`config.mk`:
```
export PLATFORM = sky130hd
export DESIGN_NAME = parallel_fir_scheduler
export DESIGN_NICKNAME = d
export VERILOG_FILES = /design/src/rtl/parallel_fir_scheduler.sv
export SDC_FILE = /design/constraint.sdc
export NUM_CORES = 1
export LEC_CHECK = 0
export ABC_AREA = 1
export CORE_MARGIN = 5
export CORE_UTILIZATION = 40
export CTS_BUF_LIST = sky130_fd_sc_hd__clkbuf_16
export DETAILED_ROUTE_END_ITERATION = 7
export PLACE_DENSITY = 0.57
export SLEW_MARGIN = 15
export SYNTH_ARGS = -nofsm -noshare
export SYNTH_HDL_FRONTEND = slang
export SYNTH_SLANG_ARGS = --single-unit
```
`constraint.sdc`:
```
create_clock -name clk -period 5.5 [get_ports clk]
set_input_delay 1.1 -clock clk [delete_from_list [all_inputs] [get_ports clk]]
set_output_delay 1.1 -clock clk [all_outputs]
set_load 0.01 [all_outputs]
```
`src/rtl/parallel_fir_scheduler.sv`:
```
`default_nettype none
// ============================================================================
// Module   : parallel_fir_scheduler
// Brief    : Packs a serial sample stream into 3-sample blocks for a 3-lane FIR,
//            tracks FIR latency and re-serializes the lane results in order.
// Revision : 1.0 - initial release
// ============================================================================
module parallel_fir_scheduler #(
    parameter int DATA_W     = 16,
    parameter int ACC_W      = 64,
    parameter int PIPE_LAT   = 3,
    parameter int OUT_BLOCKS = 4
) (
    input  logic              clk,
    input  logic              rst,
    input  logic              s_valid,
    output logic              s_ready,
    input  logic [DATA_W-1:0] s_data,
    input  logic              flush,
    output logic [DATA_W-1:0] fir_din0,
    output logic [DATA_W-1:0] fir_din1,
    output logic [DATA_W-1:0] fir_din2,
    output logic              fir_ce,
    input  logic [ACC_W-1:0]  fir_dout0,
    input  logic [ACC_W-1:0]  fir_dout1,
    input  logic [ACC_W-1:0]  fir_dout2,
    output logic              m_valid,
    input  logic              m_ready,
    output logic [ACC_W-1:0]  m_data,
    output logic [15:0]       blocks_issued
);

    localparam int c_PTR_W = (OUT_BLOCKS > 1) ? $clog2(OUT_BLOCKS) : 1;
    localparam int c_CNT_W = $clog2(OUT_BLOCKS + 1);
    localparam logic [c_PTR_W-1:0] c_LAST_PTR = c_PTR_W'(OUT_BLOCKS - 1);

    logic [1:0]          r_fill;
    logic [DATA_W-1:0]   r_slot [0:2];
    logic                r_pad_pend;
    logic                r_s_ready;
    logic                r_fir_ce;
    logic [DATA_W-1:0]   r_din [0:2];
    logic [PIPE_LAT-1:0] r_tok;
    logic                r_cap_pend;
    logic [3*ACC_W-1:0]  r_mem [0:OUT_BLOCKS-1];
    logic [c_PTR_W-1:0]  r_wr_ptr;
    logic [c_PTR_W-1:0]  r_rd_ptr;
    logic [c_CNT_W-1:0]  r_count;
    logic [1:0]          r_lane;
    logic [15:0]         r_blocks_issued;

    logic                w_accept;
    logic [1:0]          w_fill_acc;
    logic                w_pad_set;
    logic [c_CNT_W:0]    w_occ;
    logic                w_space;
    logic                w_issue;
    logic [1:0]          w_fill_next;
    logic                w_pad_next;
    logic [PIPE_LAT-1:0] w_tok_next;
    logic                w_m_valid;
    logic                w_m_fire;
    logic                w_pop;
    logic [3*ACC_W-1:0]  w_head;
    logic [ACC_W-1:0]    w_lane_data;

    assign w_accept   = s_valid & r_s_ready;
    assign w_fill_acc = r_fill + {1'b0, w_accept};
    // The sample arriving with flush is stored first; a full block needs no pad.
    assign w_pad_set  = flush & ((w_fill_acc == 2'd1) | (w_fill_acc == 2'd2));

    // A pending capture already owns a FIFO slot, so count it against space.
    assign w_occ   = (c_CNT_W + 1)'(r_count) + (c_CNT_W + 1)'(r_cap_pend);
    assign w_space = w_occ < (c_CNT_W + 1)'(OUT_BLOCKS);
    assign w_issue = ((r_fill == 2'd3) | r_pad_pend) & w_space;

    assign w_fill_next = w_issue ? 2'd0 : w_fill_acc;
    assign w_pad_next  = w_issue ? 1'b0 : (r_pad_pend | w_pad_set);

    // Bit k set: FIR stage k+1 holds a real block; the top stage drives fir_dout.
    assign w_tok_next = (r_tok << 1) | PIPE_LAT'(1);

    assign w_m_valid = (r_count != '0);
    assign w_m_fire  = w_m_valid & m_ready;
    assign w_pop     = w_m_fire & (r_lane == 2'd2);

    always_comb begin
        w_head      = r_mem[r_rd_ptr];
        w_lane_data = '0;
        case (r_lane)
            2'd0:    w_lane_data = w_head[ACC_W-1:0];
            2'd1:    w_lane_data = w_head[2*ACC_W-1:ACC_W];
            default: w_lane_data = w_head[3*ACC_W-1:2*ACC_W];
        endcase
    end

    always_ff @(posedge clk) begin
        for (int i = 0; i < 3; i++) begin
            if (w_accept && (r_fill == 2'(i))) begin
                r_slot[i] <= s_data;
            end
        end
        if (r_cap_pend) begin
            r_mem[r_wr_ptr] <= {fir_dout2, fir_dout1, fir_dout0};
        end
    end

    always_ff @(posedge clk) begin
        if (!rst) begin
            r_fill          <= 2'd0;
            r_pad_pend      <= 1'b0;
            r_s_ready       <= 1'b0;
            r_fir_ce        <= 1'b0;
            for (int i = 0; i < 3; i++) begin
                r_din[i] <= '0;
            end
            r_tok           <= '0;
            r_cap_pend      <= 1'b0;
            r_wr_ptr        <= '0;
            r_rd_ptr        <= '0;
            r_count         <= '0;
            r_lane          <= 2'd0;
            r_blocks_issued <= 16'd0;
        end else begin
            r_fill     <= w_fill_next;
            r_pad_pend <= w_pad_next;
            r_s_ready  <= (w_fill_next != 2'd3) & ~w_pad_next;
            r_fir_ce   <= w_issue;

            if (w_issue) begin
                // Slots beyond the fill level are the zero pad of a flushed block.
                for (int i = 0; i < 3; i++) begin
                    r_din[i] <= (2'(i) < r_fill) ? r_slot[i] : '0;
                end
                r_blocks_issued <= r_blocks_issued + 16'd1;
            end

            if (r_fir_ce) begin
                r_tok      <= w_tok_next;
                r_cap_pend <= w_tok_next[PIPE_LAT-1];
            end else begin
                r_cap_pend <= 1'b0;
            end

            if (r_cap_pend) begin
                r_wr_ptr <= (r_wr_ptr == c_LAST_PTR) ? '0 : r_wr_ptr + 1'b1;
            end
            if (w_pop) begin
                r_rd_ptr <= (r_rd_ptr == c_LAST_PTR) ? '0 : r_rd_ptr + 1'b1;
            end
            if (w_m_fire) begin
                r_lane <= (r_lane == 2'd2) ? 2'd0 : r_lane + 2'd1;
            end

            case ({r_cap_pend, w_pop})
                2'b10:   r_count <= r_count + 1'b1;
                2'b01:   r_count <= r_count - 1'b1;
                default: r_count <= r_count;
            endcase
        end
    end

    assign s_ready       = r_s_ready;
    assign fir_ce        = r_fir_ce;
    assign fir_din0      = r_din[0];
    assign fir_din1      = r_din[1];
    assign fir_din2      = r_din[2];
    assign m_valid       = w_m_valid;
    assign m_data        = w_m_valid ? w_lane_data : '0;
    assign blocks_issued = r_blocks_issued;

endmodule
`default_nettype wire
```
==> images/flops_by_reg.png <==
(1.5 px per micron) Other sequential cells in the stronger gray, the rest of the logic in the fainter gray.
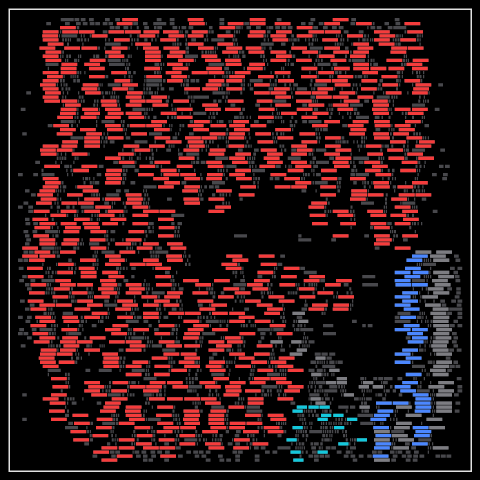
Key: r_mem = red [placed flops 768, where spread over the die]; r_slot = blue [placed flops 48]; blocks_issued = cyan [placed flops 16]
Another 67 sequential cells are not colored.

==> images/wires.png <==
(1.5 px per micron) Only two layers are drawn.
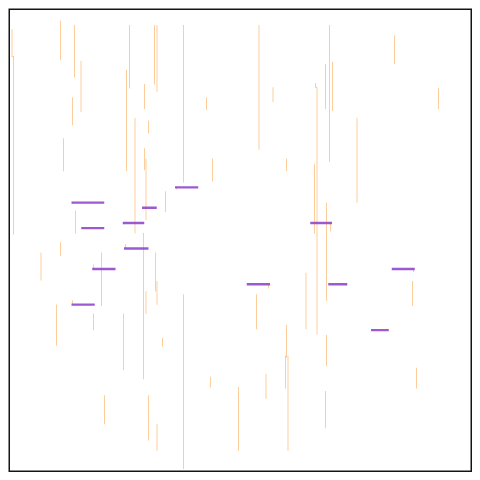
Key: metal 5 = purple [wire length 173 microns]; metal 4 = orange [wire length 2210 microns]

==> summary.txt <==
Results of the full flow below.

Clock tree:
- The run gives the clock-pin slew of the registers on the worst-case setup and hold paths as 0.06 ns.
- The run gives the buffers inserted during post-CTS setup optimization as 0.
- The run gives the number of clock sinks as 899.
- Buffers inserted during clock tree synthesis total 95.
- The tree is rooted in a clkbuf_16.
- Clock latency on the worst-skew pair, taken at its later pin, is 0.65 ns.
- The run puts the number of H-tree levels at 3.
- The longest clock path from root to sink contains 3 buffers.
- The report puts the hold buffer count at CTS at 0.
- TritonCTS built the clock tree.
- The run gives the total of cells resized after clock tree synthesis as 0.

Critical path:
- The report shows a maximum critical-path fanout of 179.
- The run gives the highest-delay cell along the critical path as buf_4.
- Per STA, the worst path accumulates the most delay in the family buffers and inverters.
- The run gives the number of buffer and inverter instances along the worst setup path as 3.
- The run puts the required time of the worst setup path at 4.40 ns.
- STA classifies the critical path endpoint as an output port.
- The run gives the data arrival time at the worst-slack endpoint as 3.80 ns.
- Traced cell by cell, the critical path runs through buf_12, buf_4, nor2_1, nor2_1, o21ai_0, nand3_1, nand2_1, nor2_1, clkdlybuf4s50_1.
- STA classifies the critical path startpoint as a flop.
- The startpoint identified for the worst register-to-register timing path is r_count[1].
- The setup path with the least slack is of type flop to output port.
- In this design, the critical path's most frequently occurring cell is nor2_1.
- The run gives the reg2reg setup slack as 2.68 ns.
- The run puts the stage delay of the slowest cell on the critical path at 0.71 ns.

Route:
- The run puts the via total after detailed routing at 22.42k.
- The highest layer touched by signal routing is met5.
- The routed design shows a via density per instance of 5.115.
- The run gives the number of DRC violations after detailed-routing iteration 0 as 1778.
- The run gives the wire length on met1 as 37210 microns.
- The run gives the post-route DRC violation count as 0.
- The run gives the first-pass detailed-route iteration total as 5.
- The run gives the wire length reported by the detailed router as 92080 microns.
- The run gives the wire length on met3 as 6504 microns.
- The run puts the number of nets with antenna violations after routing at 0.
- The run puts the routed length on met2 at 45990 microns.
- The run gives the wire length per cell as 21.00 microns.

Global routing:
- The run gives the largest net degree at the start of global routing as 180.
- The run gives the first-pass GRT wire length as 137600 microns.
- The run puts the met3 track demand over resource in global routing at 0.04835.
- The run puts the via count of the first global-routing pass at 22.36k.
- The run puts the initial antenna violation count at 38.
- The run gives the routing usage on met1 as 0.2370.
- The run gives the global-route layer with the greatest usage as met2.
- The run puts the remaining global-route overflow at 0.
- The run puts the all-layer global routing usage at 0.1907.
- The run gives the global routing usage on met2 as 0.3271.

Pwr:
- The run puts the switching part of the total at 0.2004.
- The run puts the internal portion of total power at 11.55 mW.
- The run gives the net switching power as 2.895 mW.
- The run gives the static leakage as 14.70 nW.
- In this run the power density over the cells is 336.5 nW/um^2.
- The run puts the power dissipated in the clock network at 6.34 mW.
- The run gives the power dissipated in sequential cells as 7.63 mW.
- The run gives the sum of internal, switching and leakage power as 14.45 mW.
- Across the VDD grid, the largest voltage drop is 0.3126 mV.
- The run gives the power group with the largest share as sequential cells.
- Summed over all combinational cells, the power is 0.482 mW.
- The run gives the combinational power share as 0.033.
- The run puts the share of power burned in registers at 0.528.
- The run gives the clock network fraction of design power as 0.439.

Final layout:
- The run gives the post-layout instance area as 42930 sq um.
- The run puts the total area of multi-input combinational cells at 7566 sq um.
- The run gives the fraction of layout cells with a size suffix above 1 as 0.07250.
- The run gives the area growth from synthesis to layout as 21.74%.
- The run gives the final non-filler cell total as 4384.
- The most common logic cells in the final layout are edfxtp_1, nor2_1, nand2_1.
- Counting only logic cells after layout, the most numerous master is edfxtp_1.
- The run puts the area occupied by registers at 26660 sq um.
- The final layout report lists a filler cell count of 7574.
- In the final design database the tool counted 3347 nets.
- The run gives the post-layout utilization of the core as 0.4881.

Logic synthesis:
- The synthesized netlist contains 34 unique library cells.
- The synthesized netlist was found by Yosys to have 2815 cells.
- Looking at area per cell type in the netlist, the leader is edfxtp_1.
- The run gives the post-synthesis sequential area ratio as 0.7556.
- The run puts the number of nets in the synthesized netlist at 3037.
- After synthesis, the chip area reported by Yosys is 35270 sq um.
- The run puts the number of warnings issued by yosys at 0.
- A synthesized cell averages 12.53 sq um.
- The run puts the gate count after technology mapping at 2815.
- The share of synthesized area in the top cell type comes to 0.7357.
- In the post-synthesis netlist, the biggest area contributors are edfxtp_1, nor2_1, o21ai_0, nand2_1, dfxtp_1.
- In this run the cell area of the synthesized design comes to 35270 sq um.
- The run gives the synthesis-stage register bit count as 899.

Flow run:
- The run puts the number of max-cap violations at 0.
- The run puts the number of warning messages in the logs at 50.

Die:
- The run gives the core box area as 87970 sq um.
- The run puts the overall die width at 306.9 microns.
- The run gives the floorplan core density as 0.4009.
- The run gives the I/O pin count as 344.
- The run gives the chip height as 306.9 microns.
- The floorplan has 109 rows.
- The run gives the area of the die as 94200 sq um.

Placed design:
- The run puts the final RePlAce weighted congestion at 0.7785.
- In this run, placement finished with an instance count of 4193.
- The run puts the post-detailed-placement cell area at 39780 sq um.
- The run puts the half-perimeter wire length after detailed placement at 52270 microns.
- As logged by OpenROAD, the buffers inserted on ports number 343.
- The run gives the post-placement setup slack as 1.263 ns.

Final timing:
- The run puts the number of endpoints with negative hold slack in the final report at 0.
- Setup slack closes at 0.6007 ns.
- The highest clock rate this design can be run at is 204.1 MHz.
- The run puts the final sum of negative setup slack at 0 ns.
- The run gives the actual transition at the worst max-transition pin as 1.208 ns.
- Setup repair after global routing left no endpoint under its margin.
- The run gives the minimum clock period after layout as 4.899 ns.
- The run gives the smallest hold slack as 0.4492 ns.
- The final timing summary puts the cycle share of the worst path at 0.8908.
- The run gives the number of max-slew violations in the final report as 0.
- The run puts the relative slew slack at 0.1943.
- The run puts the number of setup violations in the final report at 0.
- The run gives the clock tree skew after final layout as 0.01653 ns.

Min path:
- Checking hold timing, the worst path is listed with class flop to flop.
- The launch point of the worst min-delay path is recorded as r_tok[1].

Run status:
- The flow ran to the end, and the final reports show no timing, DRC or antenna violations.
## synthesized netlist by cell type (all sizes together)
| cell type | n |
|---|---|
| edfxtp | 864 |
| nor2 | 579 |
| nand2 | 374 |
| o21ai | 371 |
| nand3 | 116 |
| buf | 93 |
| a21oi | 92 |
| inv | 84 |
| clkbuf | 67 |
| o211ai | 61 |
| or2 | 45 |
| dfxtp | 35 |
| nor3 | 12 |
| ha | 8 |
| nand4 | 6 |
| clkinv | 2 |
| and2 | 1 |
| fa | 1 |
| nand3b | 1 |
| nor3b | 1 |
| xnor2 | 1 |
| xor2 | 1 |
## final cells by class
cell class / count / share of cell area
sequential: 899 / 0.6209
tap: 1165 / 0.03395
clock inverter: 77 / 0.01690
clock buffer: 95 / 0.05537
multi-input combinational: 1670 / 0.1762
inverter: 86 / 0.008568
timing repair buffer: 373 / 0.08696
antenna: 19 / 0.001107
## worst paths after layout
check / end / cells past startpoint
worst max-delay path: m_data[0] / 9
worst min-delay path: r_cap_pend / 2
worst max register to register: r_count[2] / 12
worst min register to register: r_cap_pend / 2
## cell families (layout without fill, tap and decap cells)
kind of cell / count (synthesis) / count (layout) / share of synthesized area
other: 0 / 19 / 0
AND/OR/NAND/NOR: 1135 / 1135 / 0.1306
XOR/XNOR: 2 / 2 / 0.0004968
flip-flops: 899 / 899 / 0.7556
AND-OR/OR-AND: 524 / 524 / 0.07880
adder cells (fa/ha/maj): 9 / 9 / 0.003406
buffers and inverters: 246 / 631 / 0.03115
## flip-flops by register name, indices dropped and copies added, names as in the netlist, named ones only
register       cells
s_ready            1
r_wr_ptr           2
r_slot            48
r_mem            768
r_pad_pend         1
r_count            3
r_fill             2
r_tok              2
fir_ce             1
r_cap_pend         1
blocks_issued     16
r_rd_ptr           2
r_din             48
r_lane             2
Power is estimated from default activity; no workload was simulated.
